`src/rtl/uart_tx_fifo.sv`:
```
// Buffered UART transmitter: byte FIFO feeding an 8N1 serialiser (start, 8 data LSB first, stop).
// Define UART_TX_PARITY_EN to insert an even-parity bit between data bit 7 and the stop bit.
module uart_tx_fifo #(
  parameter int CLK_FREQ     = 50_000_000,
  parameter int BAUD         = 9600,
  parameter int BAUD_CNT_MAX = CLK_FREQ / BAUD,
  parameter int FIFO_DEPTH   = 8,
  parameter int ADDR_W       = $clog2(FIFO_DEPTH)
) (
  input  logic       sys_clk,
  input  logic       rst_n,
  input  logic       valid_flag,
  input  logic [7:0] data_in,
  output logic       tx,
  output logic       busy,
  output logic       full,
  output logic       drop_flag
);

  localparam int                CNT_W     = (BAUD_CNT_MAX > 1) ? $clog2(BAUD_CNT_MAX) : 1;
  localparam logic [CNT_W-1:0]  CNT_LAST  = CNT_W'(BAUD_CNT_MAX - 1);
  localparam logic [ADDR_W:0]   DEPTH_CNT = (ADDR_W + 1)'(FIFO_DEPTH);

  typedef enum logic [2:0] {
    IDLE,
    START,
    DATA,
`ifdef UART_TX_PARITY_EN
    PARITY,
`endif
    STOP
  } state_t;

  // FIFO storage and bookkeeping
  logic [7:0]        mem [FIFO_DEPTH];
  logic [ADDR_W-1:0] wr_ptr;
  logic [ADDR_W-1:0] rd_ptr;
  logic [ADDR_W:0]   count;
  logic [ADDR_W:0]   count_next;
  logic              push;
  logic              pop;
  logic [7:0]        head;

  // Serialiser
  state_t            state;
  logic [CNT_W-1:0]  baud_cnt;
  logic [2:0]        bit_idx;
  logic [7:0]        shift;
  logic              baud_done;
`ifdef UART_TX_PARITY_EN
  logic              parity_bit;
`endif

  assign head      = mem[rd_ptr];
  assign baud_done = (baud_cnt == CNT_LAST);

  // NOTE: every signal gets a default before the case so no latch is inferred.
  always_comb begin
    push       = valid_flag && !full;
    pop        = (count != '0) && ((state == IDLE) || (state == STOP && baud_done));
    count_next = count;
    unique case ({push, pop})
      2'b10:   count_next = count + (ADDR_W + 1)'(1);
      2'b01:   count_next = count - (ADDR_W + 1)'(1);
      default: count_next = count;
    endcase
  end

  // NOTE: storage carries no reset; pointers and count define which entries are valid.
  always_ff @(posedge sys_clk) begin
    if (push) mem[wr_ptr] <= data_in;
  end

  // NOTE: sequential state uses non-blocking assignments so all registers update together.
  always_ff @(posedge sys_clk or negedge rst_n) begin
    if (!rst_n) begin
      wr_ptr    <= '0;
      rd_ptr    <= '0;
      count     <= '0;
      full      <= 1'b0;
      drop_flag <= 1'b0;
    end else begin
      if (push) wr_ptr <= wr_ptr + ADDR_W'(1);
      if (pop)  rd_ptr <= rd_ptr + ADDR_W'(1);
      count     <= count_next;
      full      <= (count_next == DEPTH_CNT);
      // full is sampled before the edge, so a write while full is dropped even if a pop happens now
      drop_flag <= valid_flag && full;
    end
  end

  always_ff @(posedge sys_clk or negedge rst_n) begin
    if (!rst_n) begin
      state    <= IDLE;
      tx       <= 1'b1;
      busy     <= 1'b0;
      baud_cnt <= '0;
      bit_idx  <= '0;
      shift    <= '0;
`ifdef UART_TX_PARITY_EN
      parity_bit <= 1'b0;
`endif
    end else begin
      unique case (state)
        IDLE: begin
          tx       <= 1'b1;
          busy     <= 1'b0;
          baud_cnt <= '0;
          if (pop) begin
            shift <= head;
`ifdef UART_TX_PARITY_EN
            parity_bit <= ^head;
`endif
            tx    <= 1'b0;
            busy  <= 1'b1;
            state <= START;
          end
        end

        START: begin
          if (baud_done) begin
            baud_cnt <= '0;
            bit_idx  <= '0;
            tx       <= shift[0];
            state    <= DATA;
          end else begin
            baud_cnt <= baud_cnt + CNT_W'(1);
          end
        end

        DATA: begin
          if (baud_done) begin
            baud_cnt <= '0;
            if (bit_idx == 3'd7) begin
`ifdef UART_TX_PARITY_EN
              tx    <= parity_bit;
              state <= PARITY;
`else
              tx    <= 1'b1;
              state <= STOP;
`endif
            end else begin
              shift   <= shift >> 1;
              tx      <= shift[1];
              bit_idx <= bit_idx + 3'd1;
            end
          end else begin
            baud_cnt <= baud_cnt + CNT_W'(1);
          end
        end

`ifdef UART_TX_PARITY_EN
        PARITY: begin
          if (baud_done) begin
            baud_cnt <= '0;
            tx       <= 1'b1;
            state    <= STOP;
          end else begin
            baud_cnt <= baud_cnt + CNT_W'(1);
          end
        end
`endif

        STOP: begin
          if (baud_done) begin
            baud_cnt <= '0;
            if (pop) begin
              // chain straight into the next frame with no idle gap
              shift <= head;
`ifdef UART_TX_PARITY_EN
              parity_bit <= ^head;
`endif
              tx    <= 1'b0;
              state <= START;
            end else begin
              tx    <= 1'b1;
              busy  <= 1'b0;
              state <= IDLE;
            end
          end else begin
            baud_cnt <= baud_cnt + CNT_W'(1);
          end
        end

        default: begin
          tx    <= 1'b1;
          busy  <= 1'b0;
          state <= IDLE;
        end
      endcase
    end
  end

endmodule

```
`config.mk`:
```
export PLATFORM = sky130hd
export DESIGN_NAME = uart_tx_fifo
export DESIGN_NICKNAME = d
export VERILOG_FILES = /design/src/rtl/uart_tx_fifo.sv
export SDC_FILE = /design/constraint.sdc
export NUM_CORES = 1
export LEC_CHECK = 0
export CAP_MARGIN = 25
export CORE_ASPECT_RATIO = 0.6
export CORE_MARGIN = 2
export CORE_UTILIZATION = 40
export CTS_CLUSTER_DIAMETER = 100
export DETAILED_ROUTE_END_ITERATION = 6
export PLACE_DENSITY_LB_ADDON = 0.1
export SYNTH_ARGS = -nofsm -noshare
export SYNTH_HDL_FRONTEND = slang
export SYNTH_SLANG_ARGS = --single-unit
export TNS_END_PERCENT = 30
```
`constraint.sdc`:
```
create_clock -name sys_clk -period 3.6 [get_ports sys_clk]
set_input_delay 0.72 -clock sys_clk [delete_from_list [all_inputs] [get_ports sys_clk]]
set_output_delay 0.72 -clock sys_clk [all_outputs]
set_load 0.01 [all_outputs]
```
==> impl_metrics.yaml <==
# synthesis and place-and-route metrics
run_status:
  status: "complete, no violations"
clock_tree:
  cts-root-buf: "clkbuf_16"
  clock_path_buffers: 2
  h-tree-depth: 3
  cts_tree: "done"
  cts_resized: 0
  cts.clk_slew.worst_paths_ps: 70
  holdBufCountCts: 0
  numCtsBuffers: 9
  clock_latency_ps: 340
  post-cts-setup-buffers: 0
critical_path:
  start_kind: "register"
  crit_path_frequent_cell: "xor2_1"
  reg2regPathDepth: 13
  path_cells: "ha_1, or4b_4, o41ai_4, nand2_2, inv_2, ha_2, xor2_1, ha_1, a21oi_1, xor2_1, nor2_1, xor2_1, nor4b_2"
  crit_path_end_kind: "register"
  path_max_fanout: 6
  regToRegSetupSlack_ps: 320
  slowest_delay_ps: 540
  worstSetupPathType: "register to register"
  cp_top_family: "simple AND/OR/NAND/NOR gates"
  cp_slowest_cell: "or4b_4"
  regToRegEndpoint: "full$_DFF_PN0_"
  critical_path_cell_count: 13
  required_ps: 3850
  cp_num_buf_inv: 1
  crit_path_start: "baud_cnt[0]$_DFFE_PN0P_"
  r2r_start: "baud_cnt[0]$_DFFE_PN0P_"
  crit_end: "full$_DFF_PN0_"
  worstPathArrival_ps: 3530
layout:
  inverters: 11
  largest_cell_class: "sequential cells"
  lay_top_cells: "edfxtp_1 (64), dfrtp_1 (39), nand2_1 (25)"
  seq_cell_count: 104
  final-comb-area_sq_mm: 0.00168
  clk_share_pct: 4.80
  nClkBuffers: 12
  nonClkBufAreaFrac_pct: 4.59
  n_antenna_cell: 0
  biggestRegsByFlops: "mem (64), baud_cnt (13), shift (8)"
  area_growth_syn_to_layout_pct: 13.8
  regMostFlops: "mem"
  postLayoutCellArea_sq_mm: 0.00534
  fillers: 1006
  n_all_buffers: 27
  drive_gt1_share_pct: 18.2
  comb_share_pct: 31.4
  logic_gate_count: 205
  lay_top_count: "edfxtp_1"
  largest_reg_flops: 64
  regArea_sq_mm: 0.00292
  layout.nets: 382
  seq_share_pct: 54.7
global_route:
  grt_max_degree: 41
  grt-ovfl-total: 0
  grt_pass1_vias: 2695
  antenna_found_initial: 0
  track_usage_pct: 16.2
  grt_first_pass_wirelength_microns: 15200
final_timing:
  setup_viol: 0
  hold_viol: 0
  rsz0062_at_grt: "false"
  relSlewSlack_pct: 45.0
  slew_viol_final: 0
  finalClockPeriodUsage_pct: 91.2
  max_freq_mhz: 305
  tightestPinTransition_ps: 822
  tns_ps: 0
  finalCriticalPeriod_ps: 3280
synth:
  ys_types: 53
  ys_sh_xor_pct: 2.43
  mux_share_pct: 10.5
  synth-edff-count: 64
  yosys_warnings: 0
  synth-seq-area-share_pct: 62.3
  synth_flops: 104
  ys_top_cells_by_count: "edfxtp_1 (64), dfrtp_1 (39), nand2_1 (25), o21ai_0 (23), nor2_1 (18)"
  ys_sh_adder_pct: 3.47
  synthTopLogicFamily: "multiplexers"
  async_flop_share_pct: 38.5
  most_common_cell: "edfxtp_1"
  yosys-top-cells-area: "edfxtp_1 (41%), dfrtp_1 (21%), mux4_2 (7.7%), ha_1 (3.5%), mux2_2 (2.6%)"
  synth_cells: 333
  ys_cells: 333
  synthFlopType: "edfxtp_1"
  simple_gate_area_share_pct: 9.70
  yosys.area.top_type: "edfxtp_1"
  compound_area_share_pct: 9.38
  fp_nets: 357
  top_area_share_pct: 40.9
  netlist_area_sq_mm: 0.00469
  syn_area_per_cell_sq_um: 14.1
  yosysChipArea_sq_mm: 0.00469
floorplan:
  n_tap_cell: 160
  io_pins: 15
  die_w_microns: 144
  core_area_sq_mm: 0.0114
  die_h_microns: 87.9
  die-area_sq_mm: 0.0126
  rows: 30
  fp_util_pct: 41.3
drt:
  ant_nets: 0
  wl_per_cell_microns: 17.7
  dr.pass1.iters: 4
  drc: 0
  avgViaCountPerCell: 5.25
  drtIter0Drc: 216
placed_design:
  io_buffers: 14
  post_dp_cell_area_sq_mm: 0.00506
  dp_hpwl_microns: 6300
  gp_congestion: 0.824
run:
  drv_cap: 0
  openroad.warnings: 31
power:
  powerDensity_mw_per_mm2: 786
  peakVddDrop_mv: 0.339
  leakagePower_nw: 1.93
worst_hold_path:
  worstHoldPathType: "primary input to async pin"
==> routing by layer <==
metal,share of wire [%],vias to the layer above,global-route usage [%],wire length [microns]
li1,-,1328,-,-
met2,40,42,21.4,3700
met5,0,-,0,0
met4,0.34,0,4.10,31
met3,3.8,2,4.48,349
met1,56,1371,25.9,5160
==> stage by stage <==
stage               power, W  std cells  utilization (%)  setup WS (ps)  hold slack (ps)
finish               0.00420        522             47.0            318              169
global route         0.00451        522             47.0           15.1              145
CTS                  0.00423        521             46.7            208              497
detailed placement   0.00335        506             44.5            285              480
global placement     0.00334        506             44.5            335              473
floorplan            0.00291        333                -            410              424
==> where the power goes <==
| part | switching (W) | internal, W |
|---|---|---|
| Sequential | 0.000239 | 0.00155 |
| Clock | 0.000405 | 0.000465 |
| Combinational | 0.000806 | 0.000733 |
Figure 1. Metal layers overlaid.
Only two layers are drawn.
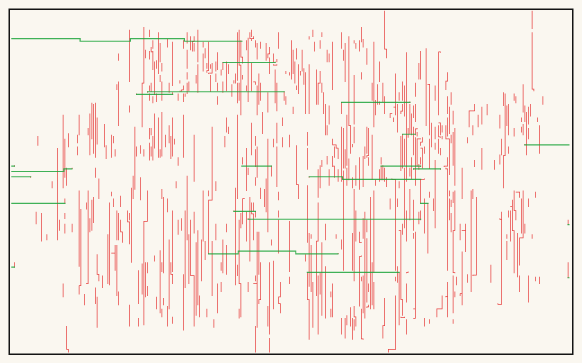
Key: metal 2 = red [wire length 3700 microns]; metal 3 = green [wire length 350 microns]

Figure 2. Clock wiring as the flow saved it.
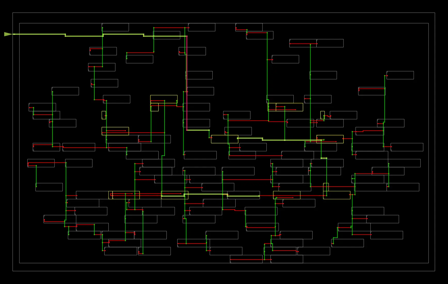
Num Clock Sinks: 104
Worst Skew: 7.52 ps

Figure 3. M1 wires.
Supply wires on this layer in gray.
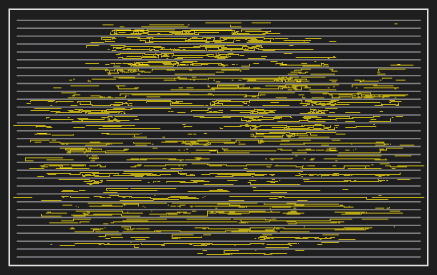
The layer holds 56% of the routed length. The layer carries 5160 microns of wire. The wires run mostly horizontal. 353 nets have wire on it.
DRT Wirelength: 9240 microns
vias post-DR: 2743
GRT met1 Usage: 25.9%

No activity file was given, so power comes from the tool's default toggle rates.
